**src/rtl/data_mem.sv**
```systemverilog
// Data memory for load/store: DEPTH x DATA_WIDTH words.
// Ports: clk, rst (sync, high), address_bus, data_in, r_w (1=wr), data_out.
module data_mem #(
  parameter int DATA_WIDTH = 8,
  parameter int ADDR_WIDTH = 8,
  parameter int DEPTH      = 2**ADDR_WIDTH
) (
  input  logic                  clk,
  input  logic                  rst,
  input  logic [ADDR_WIDTH-1:0] address_bus,
  input  logic [DATA_WIDTH-1:0] data_in,
  input  logic                  r_w,
  output logic [DATA_WIDTH-1:0] data_out
);

  logic [DATA_WIDTH-1:0] r_mem [DEPTH];

  // Reset wipes every word and masks any write on the same edge.
  always_ff @(posedge clk) begin
    if (rst) begin
      for (int i = 0; i < DEPTH; i++) begin
        r_mem[i] <= '0;
      end
    end else if (r_w) begin
      r_mem[address_bus] <= data_in;
    end
  end

  // Asynchronous read: follows the address with no clock latency.
  assign data_out = r_mem[address_bus];

endmodule

```
**config.mk**
```make
export PLATFORM = sky130hd
export DESIGN_NAME = data_mem
export DESIGN_NICKNAME = d
export VERILOG_FILES = /design/src/rtl/data_mem.sv
export SDC_FILE = /design/constraint.sdc
export NUM_CORES = 2
export LEC_CHECK = 0
export ABC_AREA = 1
export CORE_MARGIN = 3
export CORE_UTILIZATION = 30
export CTS_BUF_LIST = sky130_fd_sc_hd__clkbuf_8
export DETAILED_ROUTE_END_ITERATION = 10
export DONT_BUFFER_PORTS = 1
export HOLD_SLACK_MARGIN = 0.02
export SLEW_MARGIN = 20
export SYNTH_ARGS = -nofsm -noshare
export SYNTH_HDL_FRONTEND = slang
export SYNTH_SLANG_ARGS = --single-unit
export TNS_END_PERCENT = 100
```
**constraint.sdc**
```tcl
create_clock -name clk -period 3.6 [get_ports clk]
set_input_delay 0.54 -clock clk [delete_from_list [all_inputs] [get_ports clk]]
set_output_delay 0.54 -clock clk [all_outputs]
set_load 0.01 [all_outputs]
```
==> results.txt <==
run results: Port Buffers=0, Hold EP=r_mem[81][0]$_SDFFCE_PN0P_, sequential share of cell area=0.556, Post-CTS Hold Buffers=8, normalized max-slew margin=0.0231, wire length per cell=20.0 um, Net Count, Synth=10.6k, busiest grt layer=met2, ClkCell Share=0.0570, die area=321,000 um2, pin count of the biggest net entering global routing=813, number of global-route vias before repair=70.0k, total wire length=305,000 um, setup_tns=-3.36 ns, met1 Use GR=0.234, Hold Path Class=in2reg, kind of critical path=in2out, Inverters excl. clock=27, ordered cell list for the critical path=nand2_8 -> inv_6 -> buf_6 -> buf_4 -> nand2_1 -> nand3_1 -> nand2_1 -> nand2_2 -> o21ai_2 -> buf_4 -> nand2_2 -> nor2_4 -> nor2_4 -> nor2_4 -> nand2_4 -> buf_12 -> buf_12, Finished Cell Area=111,000 um2, clock-pin transition on the worst setup and hold timing paths=0.06 ns, clock period minus worst slack=4.14 ns, Post-Synth AOI/OAI Area=0.0102, Max Cap Violations=0, GRT overflow=0, chip area line of the yosys report=94,300 um2, first-pass GRT wire length=437,000 um, Top reg by flops=r_mem, critical-path maximum fanout=332, WHS Path Cells=4, Basic Gates by Area=0.307, Initial DRC Count=8,317, Worst Setup Start Kind=input pin, period utilisation layout=1.15, status=finished, violations left, Area after DPL=102,000 um2, worst stage delay on the critical path=0.42 ns, number of synthesis warnings=0, Slew Limit Fails=0, top flop regs=r_mem: 2048 flops, Mean Syn Cell Area=8.93 um2, Crit path arrival time=3.60 ns, top cells, area=edfxtp_1 65%, nand2_1 21%, nor2_1 8.6%, Logic Gate Count=7,810, most common cell in the netlist=nand2_1, violated checks=setup timing, final hold vios=0, P_comb=0.00501 W, Pwr top=registers, Top Layout Cells=5,104 x nand2_1, 2,092 x nor2_1, 2,048 x edfxtp_1, # resized after CTS=275, largest class=flip-flops and latches, EDFF count, synth=2,048, post-route ant nets=0, post-synth top area share=0.652, most used cell along the critical path=nor2_4, Adder-Cell Fraction of Synth Area=0, Worst Slack Setup Final=-0.539 ns, Clock Path Buffers=4, Highest Signal Layer=met4, num tapcells=4,140, area growth from synthesis to layout=17.4%, final setup fails=8, CP top delay family=simple AND/OR/NAND/NOR gates, num rows=205, H-tree depth=5
[worst min-delay path, stage by stage]
cell and delay [ns]:
nor4_4 0.04, buf_12 0.19, nand2_1 0.24, nor2_1 0.06
[stage by stage]
stage,total power (W),cells
4_1_cts,0.0522,15100
5_1_grt,0.0542,15200
6_report,0.0524,15200
3_3_place_gp,0.0326,14500
3_5_place_dp,0.0326,14500
2_1_floorplan,0.0308,10600
[worst max path at each step]
stage | depth (start not counted) | end | from | slack (ns)
detailed placement | 17 | data_out[7] | address_bus[0] | -0.54
finish | 17 | data_out[6] | address_bus[1] | -0.54
CTS | 13 | data_out[2] | r_mem[233][2]$_SDFFCE_PN0P_ | -0.10
global route | 16 | data_out[6] | address_bus[1] | -0.26
global placement | 17 | data_out[7] | address_bus[1] | -0.69
floorplan | 14 | data_out[0] | address_bus[2] | 1.10
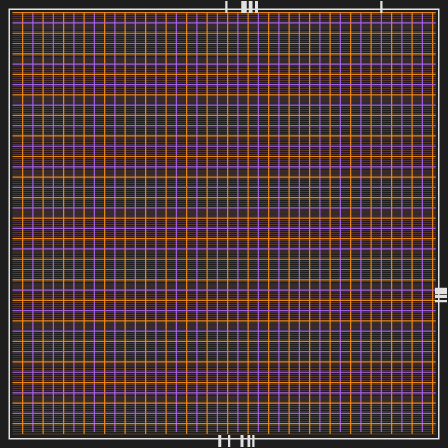
**Above:** floorplan with the power grid.
Pins as bars on the die edge.
[VDD] purple
[VSS] orange
signal pins: 27
met5 straps: 41
rows: 205
met4 straps: 41

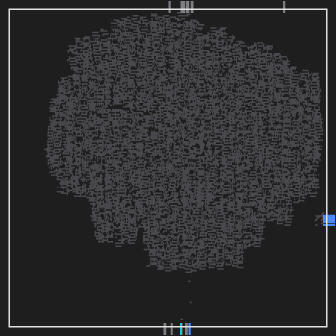
**Above:** ports around the boundary.
Pins as bars across the die edge, other pins in grey.
[data_in] blue | pins: 8 | direction: input | edge: 7 east, 1 south
[r_w] cyan | pins: 1 | direction: input | edge: south

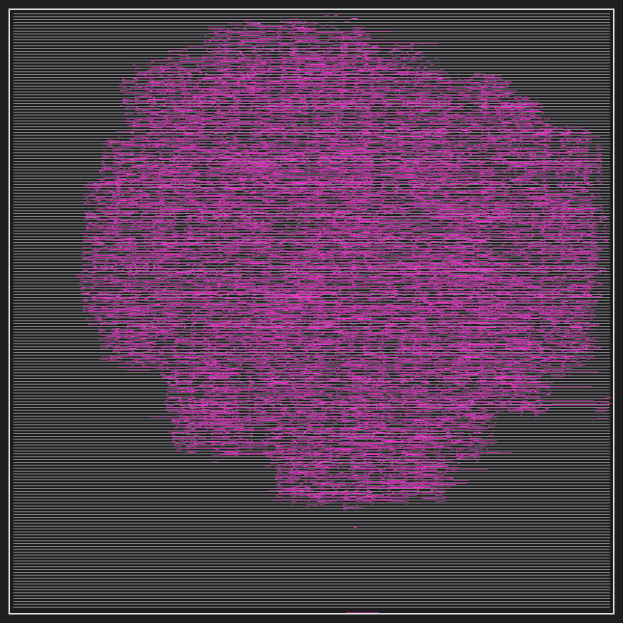
**Above:** metal 1.
Supply wires on this layer in grey.
main direction: horizontal
nets with wire on the layer: 10,238
longest straight run: 99.1 um
wire length on this layer: 124 mm
share of all routed wire: 41%

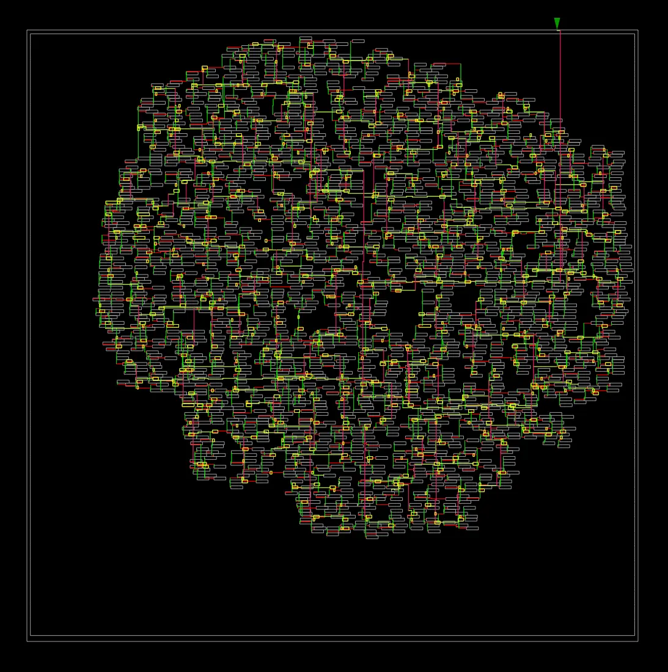
**Above:** clock wiring as the flow saved it.
# clock sinks: 2,048
clk pwr: 0.0196 W
sequential cell count: 2,048
CTS buffer count: 362
clock buffers: 366

No activity file was given, so power comes from the tool's default toggle rates.
